File: src/rtl/result_reg_pkg.sv
// Shared types and sizing for the result register file controller.
package result_reg_pkg;
  localparam int NUM_REGS = 16;
  localparam int DATA_W   = 16;
  localparam int IDX_W    = $clog2(NUM_REGS);
  localparam int CNT_W    = IDX_W + 1;

  typedef enum logic [1:0] {IDLE = 2'd0, CLEAR = 2'd1, DRAIN = 2'd2} rr_state_t;
  typedef logic [IDX_W-1:0]  rr_idx_t;
  typedef logic [DATA_W-1:0] rr_word_t;
  typedef logic [CNT_W-1:0]  rr_cnt_t;

  localparam rr_cnt_t MAX_CNT = rr_cnt_t'(NUM_REGS);

  // Requests beyond the file size drain the whole file.
  function automatic rr_cnt_t sat_count(input rr_cnt_t raw);
    return (raw > MAX_CNT) ? MAX_CNT : raw;
  endfunction
endpackage

File: src/rtl/result_reg_ctrl_if.sv
// Write requesters, command pulses, drain stream and register-file port of the controller.
interface result_reg_ctrl_if;
  import result_reg_pkg::*;

  logic     wr_req_a;
  rr_idx_t  wr_idx_a;
  rr_word_t wr_data_a;
  logic     wr_ack_a;
  logic     wr_req_b;
  rr_idx_t  wr_idx_b;
  rr_word_t wr_data_b;
  logic     wr_ack_b;
  logic     clear_req;
  logic     drain_start;
  rr_cnt_t  drain_count;
  logic     out_valid;
  logic     out_ready;
  rr_word_t out_word;
  logic     out_last;
  logic     busy;
  rr_idx_t  rf_in_sel;
  logic     rf_w_enable;
  logic     rf_clear_data;
  rr_word_t rf_in_data;
  rr_idx_t  rf_out_sel;
  rr_word_t rf_out_data;

  modport master (
    output wr_req_a, wr_idx_a, wr_data_a, wr_req_b, wr_idx_b, wr_data_b,
    output clear_req, drain_start, drain_count, out_ready, rf_out_data,
    input  wr_ack_a, wr_ack_b, out_valid, out_word, out_last, busy,
    input  rf_in_sel, rf_w_enable, rf_clear_data, rf_in_data, rf_out_sel
  );

  modport slave (
    input  wr_req_a, wr_idx_a, wr_data_a, wr_req_b, wr_idx_b, wr_data_b,
    input  clear_req, drain_start, drain_count, out_ready, rf_out_data,
    output wr_ack_a, wr_ack_b, out_valid, out_word, out_last, busy,
    output rf_in_sel, rf_w_enable, rf_clear_data, rf_in_data, rf_out_sel
  );
endinterface

File: src/rtl/rr_arb2.sv
// Two-way round-robin arbiter; bit 0 is requester A, bit 1 is requester B.
module rr_arb2 (
  input  logic       clk,
  input  logic       rst,
  input  logic       en,
  input  logic [1:0] req,
  output logic [1:0] grant
);
  logic last_q;  // 0: A granted last, 1: B granted last

  always_comb begin
    grant = 2'b00;
    if (en) begin
      case (req)
        2'b01:   grant = 2'b01;
        2'b10:   grant = 2'b10;
        2'b11:   grant = last_q ? 2'b01 : 2'b10;
        default: grant = 2'b00;
      endcase
    end
  end

  always_ff @(posedge clk) begin
    if (rst)
      last_q <= 1'b1;
    else if (|grant)
      last_q <= grant[1];
  end
endmodule

File: src/rtl/result_reg_ctrl.sv
// Result register file controller: write arbitration, clear sequencing and stream drain.
//   state | meaning
//   IDLE  | arbitrate writes, accept clear/drain commands
//   CLEAR | one-cycle clear strobe to the register file
//   DRAIN | stream registers 0..cnt-1 out over valid/ready
module result_reg_ctrl
  import result_reg_pkg::*;
(
  input  logic               clk,
  input  logic               rst,
  result_reg_ctrl_if.slave   bus
);
  rr_state_t state_q, state_d;
  rr_cnt_t   ptr_q, ptr_d;
  rr_cnt_t   cnt_q, cnt_d;
  logic      clr_pend_q, clr_pend_d;
  logic      out_valid_q, out_valid_d;
  logic      out_last_q, out_last_d;
  rr_word_t  out_word_q, out_word_d;

  rr_cnt_t   eff_cnt;
  logic      drain_go;
  logic      arb_en;
  logic [1:0] grant;
  logic      load;
  logic      accept;

  assign eff_cnt  = sat_count(bus.drain_count);
  assign drain_go = bus.drain_start && (eff_cnt != '0);
  // Clear and drain commands pre-empt writes in the same cycle.
  assign arb_en   = (state_q == IDLE) && !bus.clear_req && !drain_go && !rst;

  rr_arb2 u_arb (
    .clk   (clk),
    .rst   (rst),
    .en    (arb_en),
    .req   ({bus.wr_req_b, bus.wr_req_a}),
    .grant (grant)
  );

  assign load   = (state_q == DRAIN) && (!out_valid_q || bus.out_ready) && (ptr_q < cnt_q);
  assign accept = out_valid_q && bus.out_ready;

  always_comb begin
    state_d     = state_q;
    ptr_d       = ptr_q;
    cnt_d       = cnt_q;
    clr_pend_d  = clr_pend_q;
    out_valid_d = out_valid_q;
    out_last_d  = out_last_q;
    out_word_d  = out_word_q;
    case (state_q)
      IDLE: begin
        if (bus.clear_req) begin
          state_d = CLEAR;
        end else if (drain_go) begin
          state_d = DRAIN;
          cnt_d   = eff_cnt;
          ptr_d   = '0;
        end
      end
      CLEAR: begin
        state_d = IDLE;
      end
      DRAIN: begin
        if (bus.clear_req)
          clr_pend_d = 1'b1;
        if (load) begin
          out_word_d  = bus.rf_out_data;
          out_valid_d = 1'b1;
          out_last_d  = (ptr_q == cnt_q - 1'b1);
          ptr_d       = ptr_q + 1'b1;
        end else if (accept) begin
          out_valid_d = 1'b0;
          out_last_d  = 1'b0;
        end
        if (accept && out_last_q) begin
          state_d    = (clr_pend_q || bus.clear_req) ? CLEAR : IDLE;
          clr_pend_d = 1'b0;
        end
      end
      default: state_d = IDLE;
    endcase
  end

  always_ff @(posedge clk) begin
    if (rst) begin
      state_q     <= IDLE;
      ptr_q       <= '0;
      cnt_q       <= '0;
      clr_pend_q  <= 1'b0;
      out_valid_q <= 1'b0;
      out_last_q  <= 1'b0;
      out_word_q  <= '0;
    end else begin
      state_q     <= state_d;
      ptr_q       <= ptr_d;
      cnt_q       <= cnt_d;
      clr_pend_q  <= clr_pend_d;
      out_valid_q <= out_valid_d;
      out_last_q  <= out_last_d;
      out_word_q  <= out_word_d;
    end
  end

  assign bus.wr_ack_a      = grant[0];
  assign bus.wr_ack_b      = grant[1];
  assign bus.rf_w_enable   = |grant;
  assign bus.rf_in_sel     = grant[0] ? bus.wr_idx_a  : (grant[1] ? bus.wr_idx_b  : '0);
  assign bus.rf_in_data    = grant[0] ? bus.wr_data_a : (grant[1] ? bus.wr_data_b : '0);
  assign bus.rf_clear_data = (state_q == CLEAR);
  assign bus.rf_out_sel    = ptr_q[IDX_W-1:0];
  assign bus.out_valid     = out_valid_q;
  assign bus.out_last      = out_last_q;
  assign bus.out_word      = out_word_q;
  assign bus.busy          = (state_q != IDLE) || clr_pend_q;
endmodule

File: src/flat_wrapper.sv
// flat-port wrapper written by rule: the top's interface ports become plain ports
module result_reg_ctrl_flat import result_reg_pkg::*;
  (clk, rst, bus_wr_req_a, bus_wr_idx_a, bus_wr_data_a, bus_wr_req_b, bus_wr_idx_b, bus_wr_data_b, bus_clear_req, bus_drain_start, bus_drain_count, bus_out_ready, bus_rf_out_data, bus_wr_ack_a, bus_wr_ack_b, bus_out_valid, bus_out_word, bus_out_last, bus_busy, bus_rf_in_sel, bus_rf_w_enable, bus_rf_clear_data, bus_rf_in_data, bus_rf_out_sel);
  result_reg_ctrl_if bus_i ();
  input  logic clk;
  input  logic rst;
  input wire logic [$bits(bus_i.wr_req_a)-1:0] bus_wr_req_a;
  input wire logic [$bits(bus_i.wr_idx_a)-1:0] bus_wr_idx_a;
  input wire logic [$bits(bus_i.wr_data_a)-1:0] bus_wr_data_a;
  input wire logic [$bits(bus_i.wr_req_b)-1:0] bus_wr_req_b;
  input wire logic [$bits(bus_i.wr_idx_b)-1:0] bus_wr_idx_b;
  input wire logic [$bits(bus_i.wr_data_b)-1:0] bus_wr_data_b;
  input wire logic [$bits(bus_i.clear_req)-1:0] bus_clear_req;
  input wire logic [$bits(bus_i.drain_start)-1:0] bus_drain_start;
  input wire logic [$bits(bus_i.drain_count)-1:0] bus_drain_count;
  input wire logic [$bits(bus_i.out_ready)-1:0] bus_out_ready;
  input wire logic [$bits(bus_i.rf_out_data)-1:0] bus_rf_out_data;
  output wire logic [$bits(bus_i.wr_ack_a)-1:0] bus_wr_ack_a;
  output wire logic [$bits(bus_i.wr_ack_b)-1:0] bus_wr_ack_b;
  output wire logic [$bits(bus_i.out_valid)-1:0] bus_out_valid;
  output wire logic [$bits(bus_i.out_word)-1:0] bus_out_word;
  output wire logic [$bits(bus_i.out_last)-1:0] bus_out_last;
  output wire logic [$bits(bus_i.busy)-1:0] bus_busy;
  output wire logic [$bits(bus_i.rf_in_sel)-1:0] bus_rf_in_sel;
  output wire logic [$bits(bus_i.rf_w_enable)-1:0] bus_rf_w_enable;
  output wire logic [$bits(bus_i.rf_clear_data)-1:0] bus_rf_clear_data;
  output wire logic [$bits(bus_i.rf_in_data)-1:0] bus_rf_in_data;
  output wire logic [$bits(bus_i.rf_out_sel)-1:0] bus_rf_out_sel;
  assign bus_i.wr_req_a = bus_wr_req_a;
  assign bus_i.wr_idx_a = bus_wr_idx_a;
  assign bus_i.wr_data_a = bus_wr_data_a;
  assign bus_i.wr_req_b = bus_wr_req_b;
  assign bus_i.wr_idx_b = bus_wr_idx_b;
  assign bus_i.wr_data_b = bus_wr_data_b;
  assign bus_i.clear_req = bus_clear_req;
  assign bus_i.drain_start = bus_drain_start;
  assign bus_i.drain_count = bus_drain_count;
  assign bus_i.out_ready = bus_out_ready;
  assign bus_i.rf_out_data = bus_rf_out_data;
  assign bus_wr_ack_a = bus_i.wr_ack_a;
  assign bus_wr_ack_b = bus_i.wr_ack_b;
  assign bus_out_valid = bus_i.out_valid;
  assign bus_out_word = bus_i.out_word;
  assign bus_out_last = bus_i.out_last;
  assign bus_busy = bus_i.busy;
  assign bus_rf_in_sel = bus_i.rf_in_sel;
  assign bus_rf_w_enable = bus_i.rf_w_enable;
  assign bus_rf_clear_data = bus_i.rf_clear_data;
  assign bus_rf_in_data = bus_i.rf_in_data;
  assign bus_rf_out_sel = bus_i.rf_out_sel;
  result_reg_ctrl u_core (.clk(clk), .rst(rst), .bus(bus_i));
endmodule
File: config.mk
export PLATFORM = sky130hd
export DESIGN_NAME = result_reg_ctrl_flat
export DESIGN_NICKNAME = d
export VERILOG_FILES = /design/src/rtl/result_reg_pkg.sv /design/src/rtl/result_reg_ctrl_if.sv /design/src/rtl/rr_arb2.sv /design/src/rtl/result_reg_ctrl.sv /design/src/flat_wrapper.sv
export SDC_FILE = /design/constraint.sdc
export NUM_CORES = 1
export LEC_CHECK = 0
export ABC_AREA = 0
export ABC_CLOCK_PERIOD_IN_PS = 4650
export CAP_MARGIN = 0
export CORE_MARGIN = 1.5
export CORE_UTILIZATION = 41
export DETAILED_ROUTE_END_ITERATION = 10
export PLACE_DENSITY = 0.86
export SLEW_MARGIN = 30
export SYNTH_ARGS = -nofsm -noshare
export SYNTH_HDL_FRONTEND = slang
export SYNTH_SLANG_ARGS = --single-unit
File: constraint.sdc
create_clock -name clk -period 4.65 [get_ports clk]
set_input_delay 0.6975 -clock clk [delete_from_list [all_inputs] [get_ports clk]]
set_output_delay 0.6975 -clock clk [all_outputs]
set_load 0.01 [all_outputs]
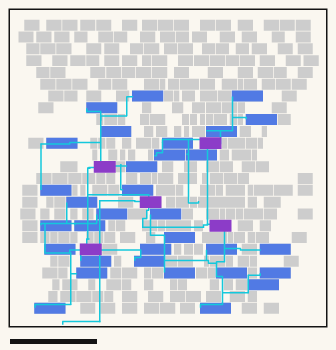
(run_1/clk_routes.png)
The bar under the picture is 20 µm long.
flip-flops: drawn in blue, count 32. clock wires: drawn in cyan, length 418 µm. clock drivers: drawn in purple, count 5.
There are 6 routed clock nets.
P_clk: 0.000264 W
skew final: 6.99 ps

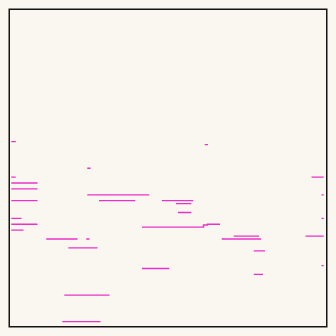
(run_1/layer_met3.png)
The wires run mostly horizontal. The layer carries 147 µm of wire. The layer holds 2.3% of the routed length.

==> results.cfg, run 1 <==
; physical design summary
[drt]
wl_mm = 6.38
ant_nets = 0
wl_per_cell_um = 16.2

[yosys]
syn_area_um2 = 2000
ys_ff = 32
yosysUniqueCellTypes = 48
ff_type = dfxtp_1
synthTopCellsByCount = dfxtp_1, a21oi_1, a22o_1, nand4_1, o31ai_1
ys_seq_share = 0.320
syn_nets = 303
synthAdderAreaFrac = 0.0438
synthTopCellsByArea = dfxtp_1, a22o_1, a21oi_1
ys_area_um2 = 2000

[setup_path]
ff2ff_setup_slack_ps = 2450
cp_num_buf_inv = 2
critPathLaunchType = input port
cp.required_ps = 3950
rr_endpoint = u_core.bus.out_last$_SDFFE_PP0P_
path_delay_family = simple AND/OR/NAND/NOR gates

[power_and_ir_drop]
intPower_w = 0.000528
p_clk_frac = 0.373
seq_power_w = 0.000286
seqPwrFrac = 0.405
p_leak_nw = 1.09

[cells_and_area]
clkCellAreaFrac = 0.0336
comb_cells = 163
area_delta_synth_final_pct = 60.1
nFillCells = 385

[status]
status = completed

[min_path]
min_path_type = register to register
worstHoldStart = u_core.bus.out_word[5]$_SDFFE_PP0P_
hold_path_depth = 2
min_to = u_core.bus.out_word[5]$_SDFFE_PP0P_

[global_route]
antenna_found_initial = 0
grt_start_max_net_pins = 35
grt_busiest_layer = met2
grt_pass1_vias = 2000
overflow = 0
grt_pass1_wl_mm = 10.0

[timing]
setup_tns_ps = 0
fin_crit_sh = 0.878

[floorplan]
rows = 25
nWellTaps = 67

[place]
pre_cts_ws_ps = 587
io_buffers = 114
routabilityCongestion = 0.818
dp_hpwl_mm = 4.60
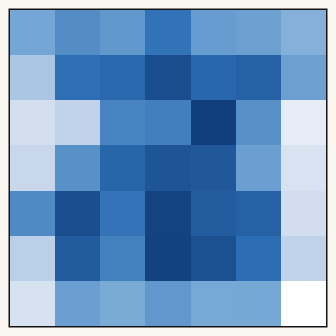
(run_1/cell_density.png)
The die is cut into 7 by 7 equal tiles; white is low, dark blue is high, 0 to 100% covered.
The fullest tile reaches 94%. The densest ninth of the die: middle. 2.0% of the tiles are nearly empty. The mean over all tiles is 59%. 33% of the tiles are over 75% full.

## run 1: flip-flops by register name, summed over array words and instances (netlist names)
signal                flops
u_core.bus.out_last       1
u_core.bus.out_valid      1
u_core.bus.out_word      16
u_core.clr_pend_q         1
u_core.cnt_q              5
u_core.ptr_q              5
u_core.state_q            2
u_core.u_arb.last_q       1
## run 1: how the worst max path moves through the flow
stage,start,endpoint,slack [ps],cells past startpoint
global route,bus_drain_count[1],bus_rf_in_data[8],420,6
global placement,bus_drain_count[1],bus_rf_in_data[8],630,6
CTS,bus_drain_count[1],bus_rf_in_data[8],570,6
finish,bus_drain_count[1],bus_rf_in_data[5],570,6
detailed placement,bus_drain_count[1],bus_rf_in_data[8],590,6
floorplan,bus_drain_count[1],bus_rf_in_data[10],1970,6
==> run_1/placement.png <==
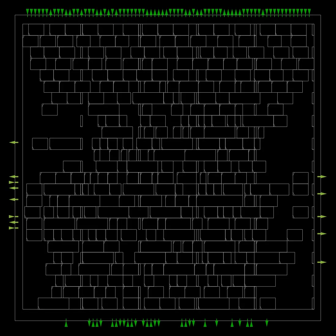

==> inputs of run 2 (changes only) <==
--- a/config.mk
+++ b/config.mk
@@ -9,9 +9,11 @@
 export ABC_CLOCK_PERIOD_IN_PS = 4650
 export CAP_MARGIN = 0
 export CORE_MARGIN = 1.5
-export CORE_UTILIZATION = 41
+export CORE_UTILIZATION = 54
 export DETAILED_ROUTE_END_ITERATION = 10
-export PLACE_DENSITY = 0.86
+export DONT_BUFFER_PORTS = 1
+export GPL_TIMING_DRIVEN = 1
+export PLACE_DENSITY = 0.69
 export SLEW_MARGIN = 30
 export SYNTH_ARGS = -nofsm -noshare
 export SYNTH_HDL_FRONTEND = slang
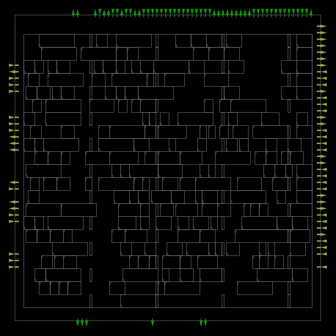
(run_2/placement.png)
seq_cells: 32
Tap Count: 46
Non-Filler Instances: 258
core area: 3440 µm²
post-layout util: 0.590

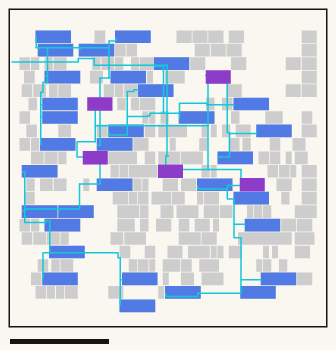
(run_2/clk_routes.png)
The bar under the picture is 20 µm long.
clock wires: drawn in cyan, length 419 µm. flip-flops: drawn in blue, count 32. clock drivers: drawn in purple, count 5.
Position of the flops: all over the die. There are 6 routed clock nets.

==> run 2 against run 1 <==
Compared with the run above: critical path depth fell by 2; hold slack got worse by 1.4 ps; synthesized area did not move; utilization fell by 8.9 points; die size fell by 23%; worst setup slack improved by 970 ps.
==> results.cfg, run 2 <==
; physical design summary
[place]
routabilityCongestion = 0.751
io_buffers = 0
dp_hpwl_mm = 3.79

[power_and_ir_drop]
p_leak_nw = 0.653
seq_power_w = 0.000288
intPower_w = 0.000463
seqPwrFrac = 0.467

[global_route]
grt_pass1_wl_mm = 8.16
grt_busiest_layer = met2
grt_start_max_net_pins = 36
grt_pass1_vias = 1800
overflow = 0
antenna_found_initial = 0

[timing]
skew_ps = 7.94
setup_tns_ps = 0
fin_crit_sh = 0.671

[drt]
wl_per_cell_um = 20.2
wl_mm = 5.22

[yosys]
ys_seq_share = 0.320
synthTopCellsByCount = dfxtp_1, a21oi_1, a22o_1, nand4_1, o31ai_1
ys_area_um2 = 2000
syn_area_um2 = 2000
synthTopCellsByArea = dfxtp_1, a22o_1, a21oi_1
ys_ff = 32
syn_nets = 303
synthAdderAreaFrac = 0.0438

[cells_and_area]
nFillCells = 323
comb_cells = 163
area_delta_synth_final_pct = 1.38

[min_path]
min_path_type = register to register
worstHoldStart = u_core.cnt_q[1]$_SDFFE_PP0P_

[status]
status = completed

[setup_path]
cp.required_ps = 3950
cp-startpoint = bus_drain_count[1]
ff2ff_setup_slack_ps = 2400
critPathLaunchType = input port
## run 2: cell counts after synthesis
Identical to the previous run, type by type.
## run 2: per-stage QoR
step | power (W) | instances | utilization | hold slack [ps] | setup WS (ps)
3_5_place_dp | 0.000364 | 250 | 0.558 | 466 | 1520
4_1_cts | 0.000624 | 258 | 0.590 | 471 | 1520
3_3_place_gp | 0.000359 | 250 | 0.557 | 463 | 1600
5_1_grt | 0.000645 | 258 | 0.590 | 465 | 1420
2_1_floorplan | 0.000357 | 228 | - | 445 | 1970
6_report | 0.000618 | 258 | 0.590 | 473 | 1530
## run 2: worst max-delay path, stage by stage
cell and delay (ps):
or4_4 530, o21ai_2 160, and4_1 710, a22o_1 320
==> run_2/io_placement.png <==
Pins as bars across the die edge, other pins in gray.
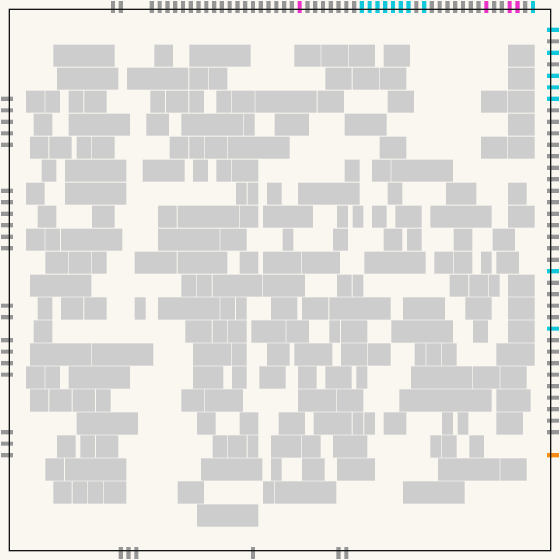

==> inputs of run 3 (changes only) <==
--- a/config.mk
+++ b/config.mk
@@ -6,7 +6,7 @@
 export NUM_CORES = 1
 export LEC_CHECK = 0
 export ABC_AREA = 0
-export ABC_CLOCK_PERIOD_IN_PS = 4650
+export ABC_CLOCK_PERIOD_IN_PS = 3100
 export CAP_MARGIN = 0
 export CORE_MARGIN = 1.5
 export CORE_UTILIZATION = 54
==> constraint.sdc (replaced) <==
create_clock -name clk -period 3.1 [get_ports clk]
set_input_delay 0.465 -clock clk [delete_from_list [all_inputs] [get_ports clk]]
set_output_delay 0.465 -clock clk [all_outputs]
set_load 0.01 [all_outputs]
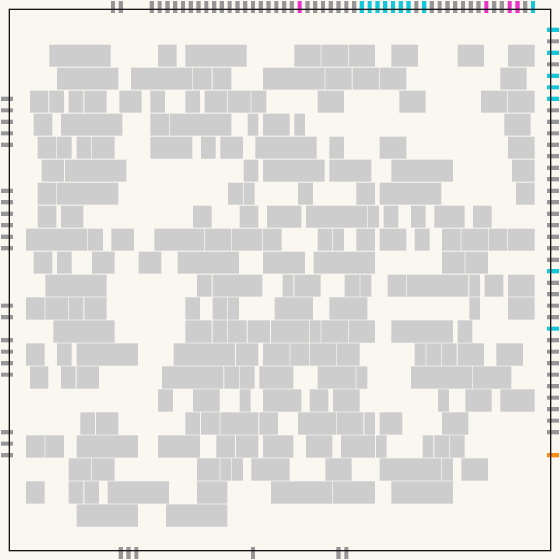
(run_3/io_placement.png)
Pins as bars across the die edge, other pins in gray.
`bus_wr_idx_a`: drawn in magenta, pins 4, direction input, edge top. `bus_rf_in_data`: drawn in cyan, pins 16, direction output, edge 9 top, 7 right. `rst`: drawn in orange, pins 1, direction input, edge right.
I/O Buffers: 0
Chip Height: 63.9 µm

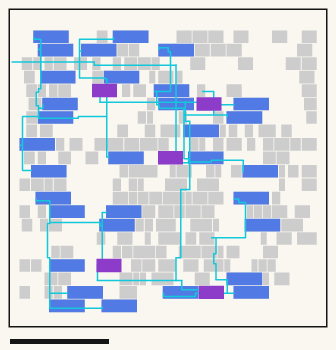
(run_3/clk_routes.png)
The bar under the picture is 20 µm long.
clock wires: drawn in cyan, length 420 µm. flip-flops: drawn in blue, count 32. clock drivers: drawn in purple, count 5.
Position of the flops: all over the die.

==> run 3 against run 2 <==
Compared with the run above: first-iteration DRC count shrank 3.4%; register-to-register slack got worse by 1500 ps; sequential cell count unchanged; non-clock buffer count rose by 2; worst setup slack lost 1100 ps; die size unchanged; combinational power is 52% higher; global-route usage rose by 0.73 points; synthesized area unchanged; count of clock-buffer cells in the layout decreased by 1; design area down 0.55%; highest routed layer unchanged.
==> results.cfg, run 3 <==
; physical design summary
[cells_and_area]
area_delta_synth_final_pct = 0.813
final_util = 0.586
nFillCells = 319

[status]
status = completed

[timing]
timing.hold.ws_ps = 245
setup_tns_ps = 0
skew_ps = 8.77
fin_crit_sh = 0.845

[setup_path]
path_delay_family = simple AND/OR/NAND/NOR gates
ff2ff_setup_slack_ps = 880
path_depth = 4
cp_num_buf_inv = 0
cp-startpoint = bus_drain_count[1]
cp.required_ps = 2630

[drt]
wl_per_cell_um = 20.3

[power_and_ir_drop]
p_leak_nw = 0.656
seq_power_w = 0.000432
seqPwrFrac = 0.506
total_power_w = 0.000853
intPower_w = 0.000612

[yosys]
ys_ff = 32
syn_area_um2 = 2000

[global_route]
grt_pass1_vias = 1749
grt_start_max_net_pins = 36

[place]
pre_cts_ws_ps = 487
routabilityCongestion = 0.749
## run 3: routing by layer
layer	routed length (µm)	up-vias
li1	-	845
met1	2140	858
met2	2650	70
met3	346	11
met4	134	0
met5	0	-
## run 3: logic make-up after synthesis
family,count (synthesis),synth area share
adder cells (fa/ha/maj),7,0.0437
multiplexers,4,0.0212
XOR/XNOR,5,0.0219
buffers and inverters,33,0.0931
AND/OR/NAND/NOR,65,0.198
AND-OR/OR-AND,82,0.302
flip-flops,32,0.320
## run 3: area by class of cell
type / instances / area share
Timing Repair Buffer: 3 / 0.0112
Sequential cell: 32 / 0.317
Clock inverter: 3 / 0.00930
Clock buffer: 5 / 0.0341
Inverter: 8 / 0.0149
Tap cell: 46 / 0.0285
Multi-Input combinational cell: 163 / 0.585
Power is estimated from default activity; no workload was simulated.
